### Zoomed window, run 1

The bar under the picture is 5 µm long. Region (12, 20) to (32, 40) µm. Cells in gray, sequential cells in the stronger gray; small squares are vias.
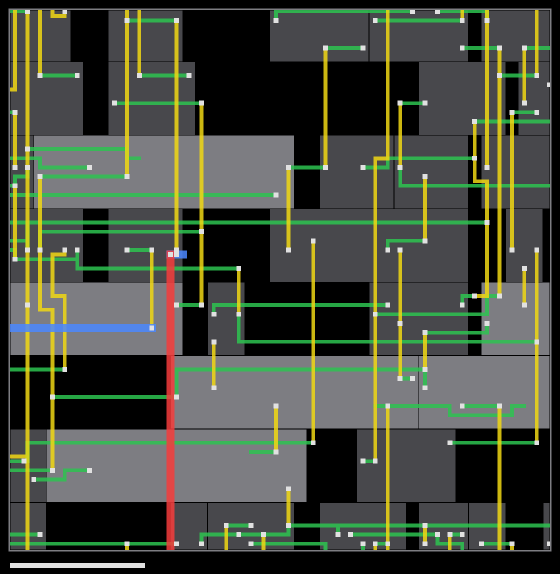
### Congestion heat map, run 1

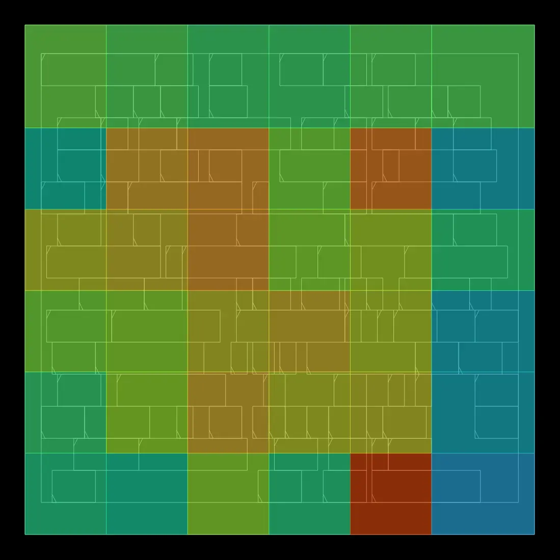
### Logic cells by family, run 1

The bar under the picture is 10 µm long.
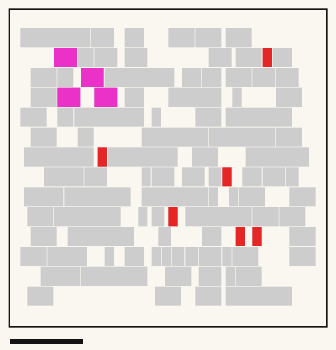
### config.mk
export PLATFORM = sky130hd
export DESIGN_NAME = flag_pipe
export DESIGN_NICKNAME = d
export VERILOG_FILES = /design/src/rtl/flag_pipe.sv
export SDC_FILE = /design/constraint.sdc
export NUM_CORES = 1
export LEC_CHECK = 0
export CORE_UTILIZATION = 41
export DETAILED_ROUTE_END_ITERATION = 10
export HOLD_SLACK_MARGIN = 0.02
export PLACE_DENSITY_LB_ADDON = 0.05
export SYNTH_ARGS = -nofsm -noshare
export SYNTH_HDL_FRONTEND = slang
export SYNTH_SLANG_ARGS = --single-unit
### constraint.sdc
create_clock -name clk -period 1.65 [get_ports clk]
set_input_delay 0.2475 -clock clk [delete_from_list [all_inputs] [get_ports clk]]
set_output_delay 0.2475 -clock clk [all_outputs]
set_load 0.02 [all_outputs]
### src/rtl/flag_pipe.sv
// Condition-flag pipeline: EX and WB flag stages, forwarding of in-flight
// flags to the condition check, and the architectural status register.
module flag_pipe #(
  parameter logic [3:0] RESET_SR = 4'b0000
) (
  input  logic       clk,
  input  logic       rst,
  input  logic       id_valid,
  input  logic [3:0] id_cond,
  input  logic       id_s_bit,
  input  logic       id_flush,
  input  logic       ex_stall,
  input  logic       ex_cond_pass,
  input  logic [3:0] alu_flags,
  input  logic       msr_req,
  input  logic [3:0] msr_data,
  output logic       ex_valid,
  output logic [3:0] ex_cond,
  output logic [3:0] ex_sr,
  output logic       ex_exec,
  output logic [3:0] sr_q,
  output logic       msr_ack,
  output logic       flags_busy
);

  logic       ex_s_bit;
  logic       wb_pend;
  logic [3:0] wb_flags;
  logic       capture;

  assign ex_exec    = ex_valid & ex_cond_pass;
  assign capture    = ex_exec & ex_s_bit & ~ex_stall;
  assign flags_busy = wb_pend;
  assign ex_sr      = wb_pend ? wb_flags : sr_q;
  // Direct writes wait until no flag producer is in EX or WB, so they never race a writeback.
  assign msr_ack    = msr_req & ~ex_valid & ~wb_pend & ~rst;

  // Stage EX: flush beats stall beats load.
  always_ff @(posedge clk or posedge rst) begin
    if (rst) begin
      ex_valid <= 1'b0;
      ex_cond  <= 4'b1111;
      ex_s_bit <= 1'b0;
    end else if (id_flush) begin
      ex_valid <= 1'b0;
      ex_cond  <= 4'b1111;
      ex_s_bit <= 1'b0;
    end else if (!ex_stall) begin
      ex_valid <= id_valid;
      ex_cond  <= id_cond;
      ex_s_bit <= id_s_bit;
    end
  end

  // Stage WB: holds the captured ALU flags for one cycle before commit.
  always_ff @(posedge clk or posedge rst) begin
    if (rst) begin
      wb_pend  <= 1'b0;
      wb_flags <= 4'b0000;
    end else begin
      wb_pend <= capture;
      if (capture) begin
        wb_flags <= alu_flags;
      end
    end
  end

  // Architectural status register.
  always_ff @(posedge clk or posedge rst) begin
    if (rst) begin
      sr_q <= RESET_SR;
    end else if (wb_pend) begin
      sr_q <= wb_flags;
    end else if (msr_ack) begin
      sr_q <= msr_data;
    end
  end

  assert property (@(posedge clk) disable iff (rst) !(wb_pend && msr_ack));

endmodule

==> run notes, run 1 <==
yosys + openroad results -> outcome=complete, no violations, number of diodes added for antenna fixing=0, count of state elements after synthesis=15, Max-cap violations=0, flip-flop cell with the highest count after synthesis=dfrtp_1, Slew Limit Headroom=0.625, largest registers=ex_cond x4, sr_q x4, wb_flags x4, filler cell count in the final layout=around 120, total DRC errors in the routed layout=0, First DRT Iteration DRCs=10, number of non-clock buffers=around 40, cell row count=14, Syn Nets=slightly below 80, Reg-to-Reg Start=ex_valid, number of buffers inserted by hold repair at cts=0, worst vdd ir=approximately 0.56 mV, P_sw=roughly 0.26 mW, Final Skew=approximately 0.0042 ns, Inverters excl. clock=6, post-synthesis share of cell area spent on full adders, half adders and majority gates=0, cell count of the worst reg-to-reg path=5, met3 track demand over resource in global routing=0.0298, area of all sequential standard cells=around 380 µm², number of buffers inserted during clock tree synthesis=3, AND-OR/OR-AND share of the synthesized area=0.129, highest attainable clock frequency=roughly 620 MHz, final max-slew violation count=0, area share of the largest cell type after synthesis=0.395, H-tree depth=1, fraction of area in registers=0.345, endpoint of the worst register-to-register path=wb_flags[0], most popular library cell in the synthesized design by count=dfrtp_1, worst setup path class=reg2out, mean area per synthesized cell=between 10 and 15 µm², placed instance count=~110, worst min-delay path class=in2async, Final #Nets=approximately 120
Notes on 'Zoomed window' above:
legend:
  M3:
    color: blue
  M2:
    color: yellow
  M1:
    color: green
  M4:
    color: red
sequential cells in the window: 5
cells with their middle in the window: 29
netlist names of flops here include: ex_cond (2)
most frequent: clkdlybuf4s50_1 (5), dlygate4sd2_1 (4)

Notes on 'Congestion heat map' above:
GR peak layer: met2
share of the core filled with cells: 0.717
Overall Global Routing Usage: 0.171
Avg WL per Cell: 12.4 µm

Notes on 'Logic cells by family' above:
legend:
  non-inverting ao/oa cells:
    color: magenta
    cells: 4
    most_used: a211o_1
    where: upper left
  inv cells:
    color: red
    cells: 6
    most_used: inv_1
combinational fraction of the cell area: 0.258
non-filler instance count after layout: 116

==> run 2, diff against run 1 <==
Settings changed: RECOVER_POWER set to 50.
### Logic cells by family, run 2

The bar under the picture is 10 µm long.
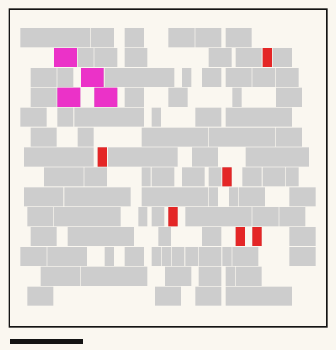
legend:
  non-inverting ao/oa cells:
    color: magenta
    cells: 4
    most_used: a211o_1
    where: upper left
  inv cells:
    color: red
    cells: 6
    most_used: inv_1
combinational fraction of the cell area: 0.251
commonest non-fill, non-tap cell in the layout: clkdlybuf4s50_1

==> run 2 against run 1 <==
  * Wire length decreased by 0.14%
  * Highest routed layer unchanged
  * Critical path depth stayed put
  * Flip-flop count unchanged
  * Critical path type unchanged
==> run notes, run 2 <==
yosys + openroad results -> worst setup path class=reg2out, cell row count=14 (unchanged), worst vdd ir=0.562 mV (about the same), Avg WL per Cell=12.4 µm (-0.14%), area share of the largest cell type after synthesis=0.395 (unchanged), area of all sequential standard cells=382 µm² (unchanged), number of non-clock buffers=40 (unchanged), count of state elements after synthesis=15 (unchanged), total DRC errors in the routed layout=0 (unchanged), number of buffers inserted by hold repair at cts=0 (unchanged), AND-OR/OR-AND share of the synthesized area=0.129 (unchanged), share of the core filled with cells=0.706 (-0.0106), Area Overhead vs Synth=56.2%, worst stage delay on the critical path=about 0.50 ns, highest attainable clock frequency=621 MHz (+0.21%), Syn Nets=78 (unchanged), placed instance count=112 (unchanged), flip-flop cell with the highest count after synthesis=dfrtp_1, H-tree depth=1 (unchanged), Overall Global Routing Usage=0.171 (unchanged), largest registers=ex_cond x4, sr_q x4, wb_flags x4, outcome=complete, no violations, endpoint of the worst register-to-register path=wb_flags[0], I/O pin cnt=36, Reg-to-Reg Start=ex_valid, cell depth of the worst setup path=2, worst min-delay path class=in2async, met3 track demand over resource in global routing=0.0298 (unchanged), number of buffers inserted during clock tree synthesis=3 (unchanged), filler cell count in the final layout=125 (+2.5%), maximum root-to-sink buffer count=2, mean area per synthesized cell=12.0 µm² (unchanged), non-filler instance count after layout=116 (unchanged), highest routed metal layer=met4, met2 wire length=approximately 680 µm, First DRT Iteration DRCs=11 (+1), Initial Utilization=0.452, GPL Wtd Cong=slightly above 0.7, post-synthesis share of cell area spent on full adders, half adders and majority gates=0 (unchanged), Final Skew=0.00384 ns (-0.000310 ns), Max-cap violations=0 (unchanged), Final #Nets=121 (unchanged), first-pass GRT wire length=about 2300 µm, GR peak layer=met2, P_sw=0.262 mW (-0.44%), fraction of area in registers=0.351 (+0.00516), final max-slew violation count=0 (unchanged), number of diodes added for antenna fixing=0 (unchanged)
==> run 3, diff against run 2 <==
Settings changed: CAP_MARGIN set to 20.
### Logic cells by family, run 3

The bar under the picture is 10 µm long.
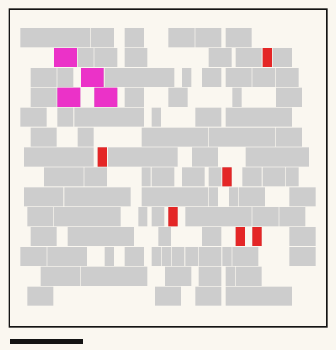
legend:
  inv cells:
    color: red
    cells: 6
    most_used: inv_1
  non-inverting ao/oa cells:
    color: magenta
    cells: 4
    most_used: a211o_1
    where: upper left

==> run 3 against run 2 <==
  * Synthesized cell count unchanged
  * Power unchanged
  * Critical path type unchanged
  * Clock skew unchanged
  * Maximum frequency unchanged
==> run notes, run 3 <==
yosys + openroad results -> maximum root-to-sink buffer count=2 (unchanged), Area Overhead vs Synth=56.2% (unchanged), clock network power consumption=between 0.2 and 0.25 mW, endpoint of the worst register-to-register path=wb_flags[0], placed instance count=112 (unchanged), RSZ-0062 raised after global routing=yes, share of the core filled with cells=0.706 (unchanged), final max-slew violation count=0 (unchanged), number of buffers inserted during clock tree synthesis=3 (unchanged), register-to-register path setup slack=about 0.11 ns, mean area per synthesized cell=12.0 µm² (unchanged), buffer share of cell area=0.336, outcome=complete, no violations, highest attainable clock frequency=621 MHz (unchanged), count of state elements after synthesis=15 (unchanged), worst min-delay path class=in2async, area share of the largest cell type after synthesis=0.395 (unchanged), number of non-clock buffers=40 (unchanged), met2 wire length=682 µm (unchanged), yosys stat cell total=58, largest registers=ex_cond x4, sr_q x4, wb_flags x4, Final #Nets=121 (unchanged), non-filler instance count after layout=116 (unchanged), GR peak layer=met2, Syn Nets=78 (unchanged), H-tree depth=1 (unchanged), P_sw=0.262 mW (unchanged), number of buffers inserted by hold repair at cts=0 (unchanged), I/O pin cnt=36 (unchanged), Max-cap violations=0 (unchanged), cell row count=14 (unchanged), Initial Utilization=0.452 (unchanged), total DRC errors in the routed layout=0 (unchanged), post-synthesis share of cell area spent on full adders, half adders and majority gates=0 (unchanged), commonest non-fill, non-tap cell in the layout=clkdlybuf4s50_1, AND-OR/OR-AND share of the synthesized area=0.129 (unchanged), area of all sequential standard cells=382 µm² (unchanged), Critical Path Slowest Stage Cell=dfrtp_2, first-pass GRT wire length=2270 µm (unchanged), met3 track demand over resource in global routing=0.0298 (unchanged), crit path DRT=roughly 1.4 ns, GPL Wtd Cong=0.717 (unchanged), CTS tree=built, fraction of area in registers=0.351 (unchanged), cell depth of the worst setup path=2 (unchanged), worst stage delay on the critical path=0.50 ns (about the same), Final Skew=0.00384 ns (unchanged), number of diodes added for antenna fixing=0 (unchanged), worst vdd ir=0.562 mV (unchanged), Overall Global Routing Usage=0.171 (unchanged)
Power and IR drop assume default switching activity.
